`src/rtl/ir_pipe_stages.sv`:
```
// ir_pipe_stages: elastic instruction-register pipeline of DEPTH stages.
// Each stage holds one instruction word and one valid bit. The chain runs
// at full rate: a stage reloads when it is empty or its contents leave in
// the same cycle, so bubbles collapse even while the output is stalled.
// Empty stages always hold the NOP word.
//
// Handshake: a transfer happens on a rising edge where valid and ready are
// both 1. in_ready is computed from registered state and out_ready only;
// out_valid/out_instr come straight from the last-stage registers.
//
// Optional feature: define IR_PIPE_DBG_HALT_EN to add the dbg_halt input.
// While it is 1, all stages freeze, in_ready is 0 and out_valid reads 0.
// reset_stages (synchronous flush) takes priority over dbg_halt.
module ir_pipe_stages #(
  parameter int WIDTH = 32,
  parameter int DEPTH = 3,
  parameter logic [WIDTH-1:0] NOP = WIDTH'(32'h00000013)
) (
  input  logic             clk,
  input  logic             reset_n,
  input  logic             reset_stages,
`ifdef IR_PIPE_DBG_HALT_EN
  input  logic             dbg_halt,
`endif
  input  logic             in_valid,
  input  logic [WIDTH-1:0] in_instr,
  output logic             in_ready,
  output logic             out_valid,
  output logic [WIDTH-1:0] out_instr,
  input  logic             out_ready,
  output logic [DEPTH-1:0] stage_valid
);

  logic             halt;
  logic [DEPTH-1:0] valid_q;
  logic [WIDTH-1:0] word_q [DEPTH];
  logic [DEPTH-1:0] load;
  logic [DEPTH-1:0] src_valid;
  logic [WIDTH-1:0] src_word [DEPTH];
  logic             out_xfer;
  logic             in_xfer;

`ifdef IR_PIPE_DBG_HALT_EN
  assign halt = dbg_halt;
`else
  assign halt = 1'b0;
`endif

  // The last stage is presented downstream; a halted pipe shows no valid
  // output and a NOP word while still keeping the stage contents.
  assign out_valid = valid_q[DEPTH-1] & ~halt;
  assign out_instr = out_valid ? word_q[DEPTH-1] : NOP;
  assign out_xfer  = out_valid & out_ready;

  // Load enables, resolved from the output end backwards: a stage may load
  // when it is empty or when the stage ahead of it loads (its contents move).
  always_comb begin
    load = '0;
    load[DEPTH-1] = ~valid_q[DEPTH-1] | out_xfer;
    for (int i = DEPTH - 2; i >= 0; i--) begin
      load[i] = ~valid_q[i] | load[i+1];
    end
    if (halt) begin
      load = '0;
    end
  end

  // Stage 0 accepts only outside reset, flush and halt.
  assign in_ready    = reset_n & ~reset_stages & ~halt & load[0];
  assign in_xfer     = in_valid & in_ready;
  assign stage_valid = valid_q;

  // What each stage takes when it loads; an invalid source is always NOP,
  // so a stage whose contents leave with nothing behind becomes a bubble.
  always_comb begin
    src_valid = '0;
    for (int i = 0; i < DEPTH; i++) begin
      src_word[i] = NOP;
    end
    src_valid[0] = in_xfer;
    src_word[0]  = in_xfer ? in_instr : NOP;
    for (int i = 1; i < DEPTH; i++) begin
      src_valid[i] = valid_q[i-1];
      src_word[i]  = word_q[i-1];
    end
  end

  // Stage registers: async reset and sync flush both empty every stage.
  always_ff @(posedge clk or negedge reset_n) begin
    if (!reset_n) begin
      valid_q <= '0;
      for (int i = 0; i < DEPTH; i++) begin
        word_q[i] <= NOP;
      end
    end else if (reset_stages) begin
      valid_q <= '0;
      for (int i = 0; i < DEPTH; i++) begin
        word_q[i] <= NOP;
      end
    end else begin
      for (int i = 0; i < DEPTH; i++) begin
        if (load[i]) begin
          valid_q[i] <= src_valid[i];
          word_q[i]  <= src_word[i];
        end
      end
    end
  end

endmodule

```
`config.mk`:
```
export PLATFORM = sky130hd
export DESIGN_NAME = ir_pipe_stages
export DESIGN_NICKNAME = d
export VERILOG_FILES = /design/src/rtl/ir_pipe_stages.sv
export SDC_FILE = /design/constraint.sdc
export NUM_CORES = 1
export LEC_CHECK = 0
export ABC_CLOCK_PERIOD_IN_PS = 1100
export CAP_MARGIN = 20
export CORE_MARGIN = 2
export CORE_UTILIZATION = 30
export DETAILED_ROUTE_END_ITERATION = 10
export DONT_BUFFER_PORTS = 1
export PLACE_DENSITY = 0.45
export SLEW_MARGIN = 20
export SYNTH_ARGS = -nofsm -noshare
export SYNTH_HDL_FRONTEND = slang
export SYNTH_SLANG_ARGS = --single-unit
```
`constraint.sdc`:
```
create_clock -name clk -period 1.1 [get_ports clk]
set_input_delay 0.22 -clock clk [delete_from_list [all_inputs] [get_ports clk]]
set_output_delay 0.22 -clock clk [all_outputs]
set_load 0.05 [all_outputs]
```
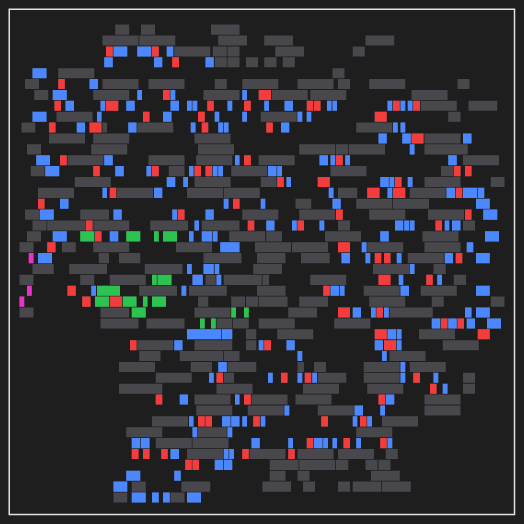
(run_1/gate_families.png)
Scale: 4 px per um.
[green] NOR gates | cells: 16 | most used: nor3_2
[red] inverting AOI/OAI gates | cells: 91 | most used: a21oi_1 | where: widely spread
[magenta] inverters | cells: 3 | most used: inv_1
[blue] NAND gates | cells: 187 | most used: nand2_1 | where: widely spread

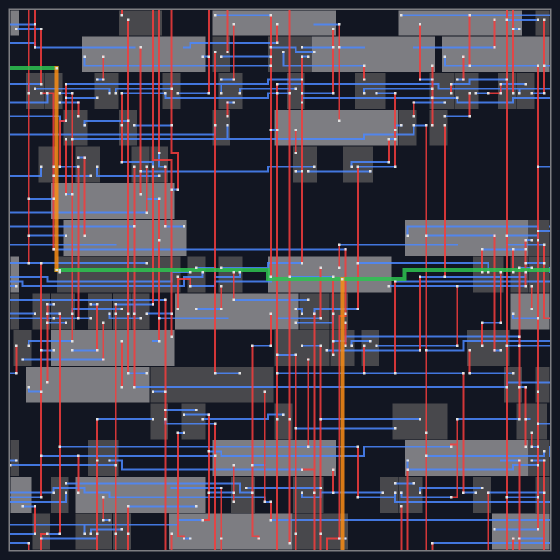
(run_1/zoom.png)
Region (43, 68) to (83, 108) um. Cells in gray, sequential cells in the stronger gray; small squares are vias.
[blue] met1
[red] met2
[orange] met4
[green] met3
cells with their middle in the window: 79
most frequent: nand2_1 (30), dfrtp_1 (16), a21oi_1 (15)
netlist names of flops here include: word_q (11), src_word (6)
sequential cells in the window: 17

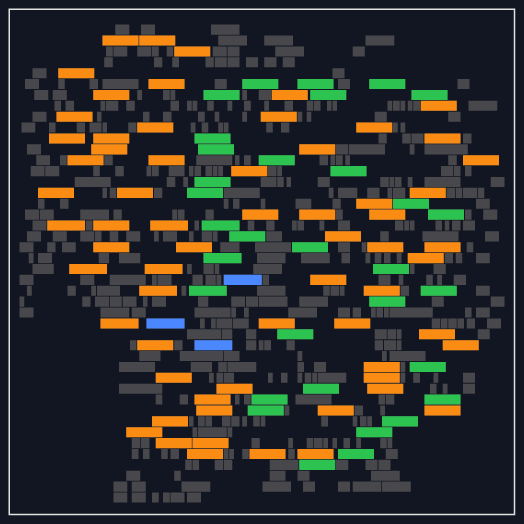
(run_1/registers.png)
Scale: 4 px per um. Other cells in gray.
[blue] stage_valid | placed flops: 3
[green] word_q | placed flops: 32
[orange] src_word | placed flops: 64 | where: widely spread

==> impl_metrics.env, run 1 <==
# flow metrics
export IMPL_ys_warn_count=0
export IMPL_hold_viol=161
export IMPL_die_x_um=126
export IMPL_cp_depth=2
export IMPL_synthCells=473
export IMPL_synthFlopType="dfrtp_1"
export IMPL_clkbuf_count=11
export IMPL_drc=0
export IMPL_p_clk_share_pct=48.9
export IMPL_cp_end_kind="output pin"
export IMPL_ys_chip_area_um2=4460
export IMPL_avgSynthCellArea_um2=9.43
export IMPL_nets=543
export IMPL_status="complete, but fails checks"
export IMPL_worst_endpoint_arrival_ps=1340
export IMPL_path_clk_slew_ps=70
export IMPL_nNonClkInverters=3
export IMPL_fp_util_pct=30.7
export IMPL_power_switching_mw=1.56
export IMPL_violations="negative hold slack, negative setup slack"
export IMPL_maxUsedRoutingLayer="met4"
export IMPL_largest_class="registers"
export IMPL_p_total_mw=7.94
export IMPL_finalSetupTns_ps=-32040
export IMPL_cts_sinks=99
export IMPL_dp_cells=648
export IMPL_grt_usage_pct=14.7
export IMPL_sh_comb_area_pct=33.6
export IMPL_setup_viol=136
export IMPL_area_growth_pct=35.4
export IMPL_hold_slack_ps=-440
export IMPL_compound_area_share_pct=11.4
export IMPL_die_y_um=126
export IMPL_setup_ws_ps=-464
export IMPL_critPathMaxFanout=6
export IMPL_root_buffer="clkbuf_16"
export IMPL_yosys_cell_count_top_type="nand2_1"
export IMPL_crit_required_ps=880
export IMPL_edf_count=0
export IMPL_nFlopsAndLatches=99
export IMPL_cts_made_buffers=9
export IMPL_clock_fmax_ghz=0.639
export IMPL_crit_chain="nand4b_4 > and3b_2"
export IMPL_antennaDiodeCount=0
export IMPL_dp_hpwl_um=6640
export IMPL_crit_buf_inv=0
export IMPL_drt_pass1_iter_count=4
export IMPL_cts_hold_buf=19
export IMPL_final_util_pct=41.6
export IMPL_cp_start_kind="register"
export IMPL_gp_congestion=0.713
export IMPL_p_comb_mw=0.302
export IMPL_comb_cells=333
export IMPL_cts_tree="yes"
export IMPL_layout_cells_non_filler=695
export IMPL_grt_pass1_vias=3273
export IMPL_htree_levels=3
export IMPL_async_flop_share_pct=100
export IMPL_syn_nets=510
export IMPL_ys_types=27
export IMPL_p_sw_share_pct=19.6
export IMPL_top_logic_kind="simple AND/OR/NAND/NOR gates"
export IMPL_rows=44
export IMPL_startpoint="stage_valid[2]$_DFFE_PN0P_"
export IMPL_critPathCapture="in_ready"
export IMPL_grt_pass1_wl_um=18200
export IMPL_drtIter0Drc=209
export IMPL_largest_area_cell="dfrtp_1"
export IMPL_clockBufferDepth=2
export IMPL_p_seq_mw=3.76
export IMPL_powerClk_mw=3.89
export IMPL_n_all_buffers=60
## Run 2: what changed since run 1
--- a/config.mk
+++ b/config.mk
@@ -6,9 +6,9 @@
 export NUM_CORES = 1
 export LEC_CHECK = 0
 export ABC_CLOCK_PERIOD_IN_PS = 1100
-export CAP_MARGIN = 20
-export CORE_MARGIN = 2
+export CORE_MARGIN = 8
 export CORE_UTILIZATION = 30
+export CTS_CLUSTER_SIZE = 28
 export DETAILED_ROUTE_END_ITERATION = 10
 export DONT_BUFFER_PORTS = 1
 export PLACE_DENSITY = 0.45
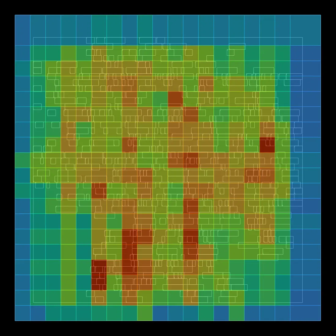
(run_2/final_congestion.png)
GR Util All Layers: 13.5%
drt wl/cell: 17.9 um
GR Layer Usage met1: 18.1%
GRT met3 Usage: 4.35%

==> run 2 against run 1 <==
Against the previous run:
- the flow still finishes with violations (negative hold slack, negative setup slack)
- area after synthesis did not move
- non-clock buffer count rose by 35
- core utilization rose by 3.7 points
- highest routed layer unchanged
==> impl_metrics.env, run 2 <==
# flow metrics
export IMPL_p_comb_mw=0.347
export IMPL_p_sw_share_pct=22.4
export IMPL_largest_area_cell="dfrtp_1"
export IMPL_async_flop_share_pct=100
export IMPL_p_seq_mw=3.76
export IMPL_grt_pass1_wl_um=19300
export IMPL_critPathCapture="in_ready"
export IMPL_maxUsedRoutingLayer="met4"
export IMPL_die_y_um=138
export IMPL_compound_area_share_pct=11.4
export IMPL_avgSynthCellArea_um2=9.43
export IMPL_hold_slack_ps=-435
export IMPL_violations="negative hold slack, negative setup slack"
export IMPL_cts_hold_buf=24
export IMPL_dp_cells=663
export IMPL_cp_start_kind="register"
export IMPL_crit_chain="nand4b_4 > and3b_2 > buf_12"
export IMPL_gp_congestion=0.694
export IMPL_finalSetupTns_ps=-44050
export IMPL_status="complete, but fails checks"
export IMPL_area_growth_pct=47.3
export IMPL_drc=0
export IMPL_cts_made_buffers=9
export IMPL_setup_ws_ps=-476
export IMPL_power_switching_mw=1.59
export IMPL_hold_viol=160
export IMPL_startpoint="stage_valid[2]$_DFFE_PN0P_"
export IMPL_fp_util_pct=30.7
export IMPL_ys_types=27
export IMPL_layout_cells_non_filler=728
export IMPL_p_clk_share_pct=42.1
export IMPL_yosys_cell_count_top_type="nand2_1"
export IMPL_clockBufferDepth=2
export IMPL_rows=44
export IMPL_setup_viol=136
export IMPL_drtIter0Drc=157
export IMPL_cts_sinks=99
export IMPL_clock_fmax_ghz=0.634
export IMPL_n_all_buffers=95
export IMPL_cts_tree="yes"
## Run 3: what changed since run 2
--- a/config.mk
+++ b/config.mk
@@ -6,6 +6,7 @@
 export NUM_CORES = 1
 export LEC_CHECK = 0
 export ABC_CLOCK_PERIOD_IN_PS = 1100
+export CAP_MARGIN = 20
 export CORE_MARGIN = 8
 export CORE_UTILIZATION = 30
 export CTS_CLUSTER_SIZE = 28
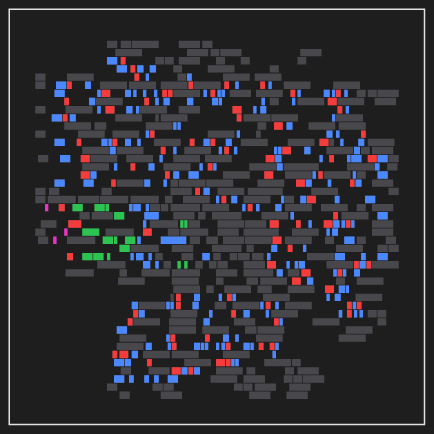
(run_3/gate_families.png)
Scale: 3 px per um.
[magenta] inverters | cells: 3 | most used: inv_1
[green] NOR gates | cells: 16 | most used: nor3_2 | where: left middle
[blue] NAND gates | cells: 187 | most used: nand2_1
[red] inverting AOI/OAI gates | cells: 91 | most used: a21oi_1

==> run 3 against run 2 <==
Against the previous run:
- the flow still finishes with violations (negative hold slack, negative setup slack)
- area after synthesis unchanged
- sequential power about the same
- power unchanged
- setup slack unchanged
- core utilization unchanged
- clock skew unchanged
- clock power about the same
- clock-buffer cell count unchanged
- critical path type unchanged
==> impl_metrics.env, run 3 <==
# flow metrics
export IMPL_grt_pass1_wl_um=19300
export IMPL_status="complete, but fails checks"
export IMPL_power_density_nw_per_um2=1080
export IMPL_grt_usage_pct=13.5
export IMPL_drtAntennaViolNets=0
export IMPL_largest_class="registers"
export IMPL_route_vias_total=3463
export IMPL_htree_levels=3
export IMPL_compound_area_share_pct=11.4
export IMPL_critPathCapture="in_ready"
export IMPL_p_clk_share_pct=42.1
export IMPL_drc=0
export IMPL_n_all_buffers=95
export IMPL_p_seq_mw=3.76
export IMPL_crit_chain="nand4b_4 > and3b_2 > buf_12"
export IMPL_power_switching_mw=1.59
export IMPL_lay_top_cells="94 x nand2_1, 87 x dfrtp_1, 44 x a21oi_1"
export IMPL_num_tap_cells=184
export IMPL_cts_tree="yes"
export IMPL_cts_sinks=99
export IMPL_drtIter0Drc=157
export IMPL_grt_met1_usage_pct=18.1
export IMPL_clockBufferDepth=2
export IMPL_use_met3_pct=4.35
export IMPL_wl_per_cell_um=17.9
export IMPL_layout_cells_non_filler=728
export IMPL_p_sw_share_pct=22.4
export IMPL_numPortBuffers=0
export IMPL_yosys_cell_count_top_type="nand2_1"
export IMPL_synth_area_um2=4460
export IMPL_cp_start_kind="register"
export IMPL_startpoint="stage_valid[2]$_DFFE_PN0P_"
export IMPL_top_cells_by_area="dfrtp_1 50%, nand2_1 10%, dfstp_2 5.3%, a21oi_1 5.2%, nand2b_1 4.2%"
export IMPL_nNonClkInverters=3
export IMPL_finalSetupTns_ps=-44050
export IMPL_p_comb_mw=0.347
export IMPL_ys_types=27
export IMPL_cp_end_kind="output pin"
export IMPL_pwr_share_seq_pct=53.0
export IMPL_drt_pass1_iter_count=4
export IMPL_dp_hpwl_um=7220
export IMPL_synthCells=473
export IMPL_cts_made_buffers=9
export IMPL_hold_viol=160
export IMPL_gp_congestion=0.694
export IMPL_boundaryPins=74
export IMPL_rows=44
export IMPL_sh_comb_area_pct=31.0
export IMPL_p_int_mw=5.50
export IMPL_dp_cells=663
export IMPL_grt_max_degree=105
export IMPL_period_used_pct=143
export IMPL_fin_skew_ps=6.65
export IMPL_logic_area_um2=2040
export IMPL_antenna_found_initial=1
export IMPL_die_y_um=138
export IMPL_area_growth_pct=47.3
export IMPL_fp_util_pct=30.7
export IMPL_pwr_share_comb_pct=4.9
export IMPL_post_cts_buffers=7
export IMPL_largest_area_cell="dfrtp_1"
export IMPL_seq_cell_share_pct=37.9
export IMPL_maxUsedRoutingLayer="met4"
export IMPL_setup_ws_ps=-476
export IMPL_hold_slack_ps=-435
export IMPL_final_common_cell="nand2_1"
export IMPL_violations="negative hold slack, negative setup slack"
export IMPL_mux_share_pct=0
export IMPL_busiest_layer="met2"
export IMPL_clock_fmax_ghz=0.634
export IMPL_setup_viol=136
export IMPL_final_util_pct=45.2
export IMPL_edf_count=0
export IMPL_async_flop_share_pct=100
export IMPL_regArea_um2=2490
export IMPL_cts_hold_buf=24
export IMPL_synthFlopType="dfrtp_1"
export IMPL_avgSynthCellArea_um2=9.43
export IMPL_dp_slack_ps=-175
Power figures rest on the tool's default switching activity, not on a simulated workload.
